==> config.mk <==
export PLATFORM = sky130hd
export DESIGN_NAME = port_pin_driver
export DESIGN_NICKNAME = d
export VERILOG_FILES = /design/src/rtl/port_pin_driver.sv
export SDC_FILE = /design/constraint.sdc
export NUM_CORES = 1
export LEC_CHECK = 0
export CORE_MARGIN = 2
export CORE_UTILIZATION = 35
export CTS_CLUSTER_SIZE = 16
export DETAILED_ROUTE_END_ITERATION = 8
export GPL_ROUTABILITY_DRIVEN = 0
export HOLD_SLACK_MARGIN = 0.02
export PLACE_DENSITY_LB_ADDON = 0.08
export SETUP_SLACK_MARGIN = 0.3
export SYNTH_ARGS = -nofsm -noshare
export SYNTH_HDL_FRONTEND = slang
export SYNTH_SLANG_ARGS = --single-unit
==> constraint.sdc <==
create_clock -name clock -period 1.6 [get_ports clock]
set_input_delay 0.16 -clock clock [delete_from_list [all_inputs] [get_ports clock]]
set_output_delay 0.16 -clock clock [all_outputs]
set_load 0.05 [all_outputs]
Run 1, signal metal coverage by tile:
15 x 15 tiles, from dark blue (low) to red (high), scaled to the fullest tile. Values are wire area over tile area, all layers added.
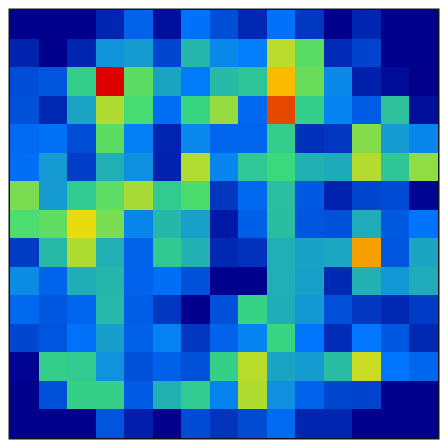
The densest ninth of the die: middle left. 11% of the tiles are nearly empty. 12% of the tiles are over half the peak. The emptiest ninth of the die: lower right. The mean over all tiles is 0.091.
Detailed Route WL: 3.27 mm
drt wl/cell: 10.6 um
routed via count: 1312
Total GRT Usage: 0.124

Run 1, cell placement:
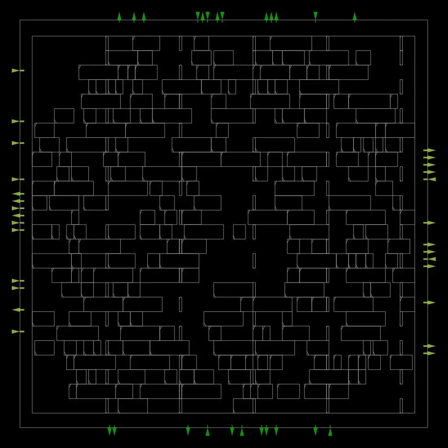
Core Rows: 26
tapcell count: 70
Cell Count, Final, Fillers Out: 310
Core Box Area: 5070 um2
seq_cells: 58

Run 1, register map, names as in the netlist:
Scale bar: 20 um. Other sequential cells in the stronger grey, the rest of the logic in the fainter grey.
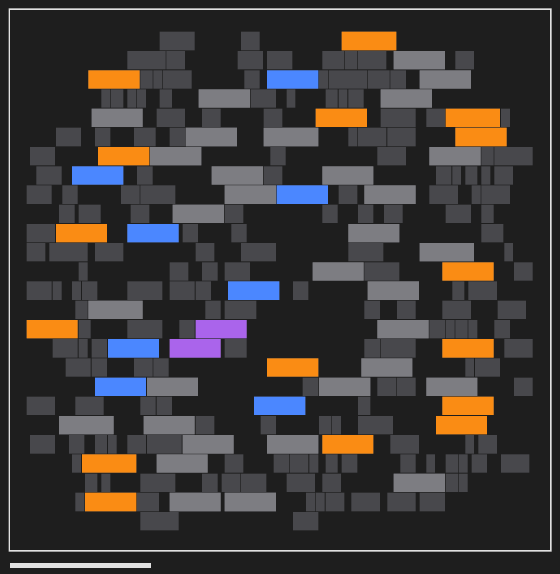
Key: `arm_cnt` = purple [sequential cells 2]; `sync_r` = blue [sequential cells 8]; `g_pullup.cnt` = orange [sequential cells 16, where spread over the die]
Another 32 sequential cells are not coloured.
Sequential Area: 1170 um2
seq pwr: 1.53 mW

==> run_results.csv, run 1 <==
group,metric,value,unit
logic_synthesis,synth_seq_share,0.632,
logic_synthesis,syn_avg_cell_area,10.6,um2
worst_setup_path,arrival,1.10,ns
worst_setup_path,ff2ff_setup_slack,0.55,ns
logic_synthesis,ys_sh_adder,0.00681,
worst_setup_path,ff2ff_path_depth,3,
logic_synthesis,fp_nets,193,
cells_and_area,final_nets,255,
cells_and_area,area_delta_synth_final,44.7,%
global_routing,grt_max_degree,15,
power_and_ir_drop,power_density,1170,nW/um2
clock_network,clkSlewWorstSetupHoldPaths,0.06,ns
logic_synthesis,logic_family,"simple AND/OR/NAND/NOR gates",
global_routing,grt_pass1_wl,5.58,mm
worst_setup_path,endpoint_kind,"output port",
logic_synthesis,mux_share,0.0545,
power_and_ir_drop,p_sw_frac,0.246,
floorplanning,die_width,76.5,um
worst_setup_path,cp_cell_sequence,"mux2_2 > buf_4",
floorplanning,fp.dieH,76.5,um
timing,grt_setup_unrepaired,"false",
hold_path,hold_depth,2,
worst_setup_path,required,1.44,ns
worst_setup_path,critical_path_depth,2,
placed_design,port_buffers,50,
logic_synthesis,synth_flops,58,
worst_setup_path,cpMaxStageDelayCell,"dfxtp_1",
logic_synthesis,synthDistinctLibCells,18,
timing,hold_violations,0,
cells_and_area,largest_register_ffs,16,
cells_and_area,postLayoutCellArea,2660,um2
clock_network,cts_hold_buffers,0,
placed_design,postPlaceCellArea,2370,um2
timing,min_period_over_period,0.789,
global_routing,grt_overflow,0,
power_and_ir_drop,ir_worst_vdd,572,uV
global_routing,first_global_vias,1291,
outcome,status,"completed",
worst_setup_path,crit_path_start_kind,"flop",
timing,slew_headroom,0.814,
drt,drc_errors,0,
clock_network,clock-sinks,58,
power_and_ir_drop,switchingPower,768,uW
timing,period_needed,1.26,ns
timing,tns,0,ns
drt,firstDrtPassIters,4,
logic_synthesis,edf_count,0,
logic_synthesis,synthTopCellsByArea,"dfxtp_1 63%, nand2b_1 11%, nand2_1 5.1%, mux2_2 4.9%, nor3b_1 3.3%",
cells_and_area,fin_util,0.524,
worst_setup_path,slowest_delay,0.33,ns
timing,setup_viol,0,
power_and_ir_drop,p_int,2.35,mW
logic_synthesis,top_area_frac,0.632,
hold_path,hold_class,"primary input to flop",
placed_design,pre_cts_ws,0.108,ns
timing,worst_slew_pin_slew,0.280,ns
power_and_ir_drop,combinationalPowerShare,0.117,
clock_network,root_buffer,"clkbuf_8",
timing,drv_slew,0,
timing,finalWorstSetupSlack,0.337,ns
worst_setup_path,path_buffers,1,
cells_and_area,nFillCells,482,
logic_synthesis,yosysChipArea,1840,um2
clock_network,worstSkewPairLatency,0.32,ns
timing,skew,0.00512,ns
power_and_ir_drop,pwr-share-clk,0.392,
power_and_ir_drop,seq_power_share,0.491,
timing,fin_hold_ws,0.386,ns
drt,ant_nets,0,
power_and_ir_drop,p_leak,1.11,nW
timing,fmax,792,MHz
logic_synthesis,synth-async-reset-ratio,0,
worst_setup_path,worstSetupPathType,"flop to output port",
clock_network,htree_num_levels,3,
## run 1: worst reg2reg max path, cell delays in order, from the launching register on
cell	delay (ns)
dfxtp_1	0.35
ha_1	0.24
nand2_2	0.17
nor3b_1	0.22
## run 1: metal layers
metal  vias to the layer above  track usage  share of wire
li1                        676            -              -
met2                        36        0.192           0.48
met3                        11       0.0438          0.052
met5                         -            0              0
met4                         0       0.0927          0.035
met1                       589        0.140           0.44
## run 1: what timing repair did
action | 4_1_cts | 5_1_grt
pin swaps | 0 | 0
gates resized | 15 | 27
endpoints found under the setup margin | 16 | 16
buffers inserted | 0 | 0
## run 1: layout make-up
| type | count | share of cell area |
|---|---|---|
| clock buffer | 12 | 0.0621 |
| clock inverter | 4 | 0.00941 |
| inverter | 8 | 0.0113 |
| multi-input combinational | 102 | 0.238 |
| sequential | 58 | 0.440 |
| tap | 70 | 0.0329 |
| timing repair buffer | 56 | 0.206 |
## run 1: power by group through the flow
stage	Clock (mW)	Sequential [mW]	Combinational [mW]
floorplan	0	1.56	0.217
global placement	0	1.56	0.337
detailed placement	0	1.56	0.344
CTS	1.28	1.53	0.354
global route	1.33	1.54	0.389
finish	1.22	1.53	0.364
## run 1: cell usage in the layout (no fill, tap or decap)
cell,count
dfxtp_1,51
nand2b_1,31
nand2_1,24
buf_4,19
clkdlybuf4s50_1,17
clkbuf_8,12
buf_6,12
inv_1,8
mux2_2,8
a21oi_1,8
nor3_1,8
nor3b_1,8
dfxtp_2,7
or2_4,5
buf_8,5
or2_2,3
clkinv_2,2
clkinvlp_4,2
nand2_2,1
mux2i_1,1
nor2b_1,1
xnor2_1,1
and2_1,1
or2b_1,1
ha_1,1
dlygate4sd2_1,1
clkbuf_2,1
clkdlybuf4s15_2,1
==> run 1 -> run 2 <==
- clock period: 1.6 -> 1.2 ns (I/O delays scaled with it)
Run 2, drive-strength map:
Scale bar: 20 um.
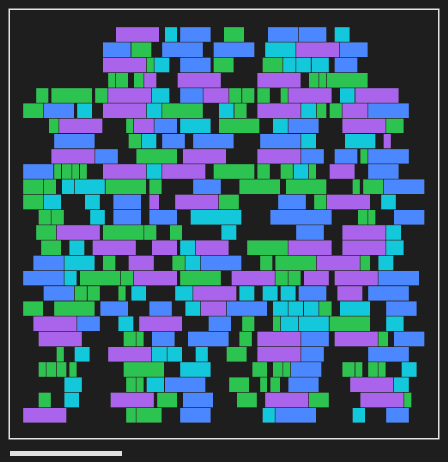
Key: drive 1 or less = green [cells 108, most used nand2b_1]; drive 6 and up = blue [cells 59]; drive 3 to 4 = cyan [cells 62, most used buf_4]; drive 2 = purple [cells 54, most used dfxtp_2]
Signal buffers: 100
synth-to-layout area growth: 89.0%
PnR worst setup slack: 0.00379 ns
final instance area: 3470 um2

==> run 2 against run 1 <==
  * Worst hold slack got worse by 0.18 ns
  * Worst setup slack got worse by 0.33 ns
  * Synthesized cell count did not move
  * Utilization rose by 16 points
  * Non-clock buffer count rose by 44
  * Die size did not move
  * Via count rose by 14%
  * Final cell count rose by 14%
  * Sequential share of layout area fell by 9.1 points
  * Synthesized area did not move
  * Critical path type unchanged
  * Critical endpoint is now pin_data[6]
  * Highest routed layer unchanged
==> run_results.csv, run 2 <==
group,metric,value,unit
floorplanning,fp.dieH,76.5,um
worst_setup_path,cp_cell_sequence,"mux2_4 > buf_8",
hold_path,hold_class,"primary input to flop",
logic_synthesis,synth_seq_share,0.632,
clock_network,root_buffer,"clkbuf_8",
cells_and_area,nFillCells,400,
cells_and_area,layout_top_cell,"dfxtp_2",
worst_setup_path,arrival,1.08,ns
worst_setup_path,endpoint_kind,"output port",
cells_and_area,final_nets,299,
placed_design,postPlaceCellArea,2580,um2
power_and_ir_drop,p_leak,1.48,nW
cells_and_area,final_cell_mix,"41 x dfxtp_2, 37 x buf_4, 31 x nand2b_1",
drt,vias,1502,
logic_synthesis,fp_nets,193,
logic_synthesis,synthDistinctLibCells,18,
timing,worst_slew_pin_slew,0.183,ns
timing,drv_slew,0,
drt,drc_errors,0,
placed_design,port_buffers,50,
logic_synthesis,syn_avg_cell_area,10.6,um2
worst_setup_path,path_buffers,1,
worst_setup_path,critical_path_depth,2,
worst_setup_path,required,1.08,ns
drt,ant_nets,0,
hold_path,hold_depth,3,
logic_synthesis,yosysChipArea,1840,um2
timing,min_period_over_period,0.997,
worst_setup_path,worstSetupPathType,"flop to output port",
worst_setup_path,cpMaxStageDelayCell,"dfxtp_2",
logic_synthesis,synth_flops,58,
logic_synthesis,synth.largest_area_cell,"dfxtp_1",
global_routing,grt_max_degree,13,
power_and_ir_drop,power_density,1330,nW/um2
global_routing,grtUsageTotal,0.160,
worst_setup_path,critPathTopFamily,"flip-flops",
clock_network,clock-sinks,58,
worst_setup_path,crit_path_start_kind,"flop",
placed_design,place_hpwl,2.64,mm
outcome,status,"completed",
worst_setup_path,ff2ff_path_depth,3,
global_routing,first_global_vias,1612,
clock_network,cts_hold_buffers,0,
drt,wirelength,4.26,mm
worst_setup_path,slowest_delay,0.32,ns
global_routing,grt_overflow,0,
drt,firstDrtPassIters,4,
cells_and_area,largest_register_ffs,16,
clock_network,htree_num_levels,3,
timing,fmax,836,MHz
timing,hold_violations,0,
power_and_ir_drop,ir_worst_vdd,948,uV
global_routing,grt_pass1_wl,7.17,mm
logic_synthesis,synthTopCellsByArea,"dfxtp_1 63%, nand2b_1 11%, nand2_1 5.1%, mux2_2 4.9%, nor3b_1 3.3%",
logic_synthesis,synth-async-reset-ratio,0,
logic_synthesis,top_area_frac,0.632,
clock_network,cts_buffers,9,
drt,drt-wirelength-per-cell,12.1,um
timing,grt_setup_unrepaired,"true",
timing,period_needed,1.20,ns
floorplanning,row_count,26,
worst_setup_path,critical_path_peak_fanout,2,
logic_synthesis,netlist_area,1840,um2
floorplanning,die_width,76.5,um
timing,setup_viol,0,
logic_synthesis,edf_count,0,
timing,slew_headroom,0.878,
cells_and_area,fin_util,0.684,
floorplanning,chipArea,5850,um2
clock_network,clkSlewWorstSetupHoldPaths,0.06,ns
worst_setup_path,ff2ff_setup_slack,0.28,ns
floorplanning,core_area,5070,um2
Run 2, clock network drawn from the DEF:
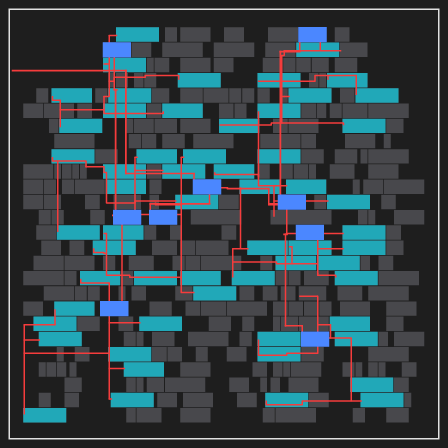
Key: flip-flops = cyan [count 58]; cells driving clock nets = blue [count 9]; clock wires = red [length 704 um]
Position of the flops: spread over the die. There are 10 routed clock nets.
Clk pwr share: 0.394
Latency at later pin: 0.33 ns
Clock group: 1.82 mW
clk_skew: 0.00803 ns

run 2: layout make-up:
type / count / area [um2] / share of cell area
clock inverter: 2 / 35.0 / 0.0101
clock buffer: 13 / 169 / 0.0486
inverter: 8 / 47.5 / 0.0137
timing repair buffer: 100 / 1170 / 0.336
multi-input combinational: 102 / 756 / 0.218
tap: 70 / 87.6 / 0.0252
sequential: 58 / 1210 / 0.349
run 2: where the power goes:
group | switching, mW | leakage (nW) | internal (mW)
sequential | 0.0427 | 0.483 | 2.01
clock | 0.703 | 0.106 | 1.11
combinational | 0.341 | 0.893 | 0.405
run 2: kinds of logic (layout without fill, tap and decap cells):
family	Yosys count	count (layout)	synth area share
simple gates	83	83	0.249
compound gates	8	8	0.0218
fa+ha+maj	1	1	0.00681
xor+xnor	1	1	0.00477
buf+inv	13	123	0.0313
mux	9	9	0.0545
flops	58	58	0.632
run 2: layer usage:
layer	wire, um	vias to the layer above	GRT usage
met1	1580	697	0.160
met5	0	-	0
li1	-	760	-
met2	2420	37	0.293
met4	84	0	0.0964
met3	171	8	0.0450
run 2: through the flow:
step | worst slack, ns | std cells | power [mW] | TNS, ns | hold slack, ns
after CTS | -0.00805 | 349 | 4.63 | -0.0305 | 0.341
after detailed placement | -0.225 | 295 | 2.60 | -2.59 | 0.392
final | 0.00379 | 353 | 4.62 | 0 | 0.210
after floorplan | 0.312 | 173 | 2.37 | 0 | 0.193
after global routing | -0.0215 | 353 | 4.80 | -0.148 | 0.232
after global placement | -0.214 | 295 | 2.58 | -1.85 | 0.387
run 2: repair_timing:
action,CTS,global route
setup endpoints to repair,48,46
endpoints found under the hold margin,0,0
buffers inserted,39,4
pin swaps,8,8
gates resized,123,11
Power and IR drop assume default switching activity.
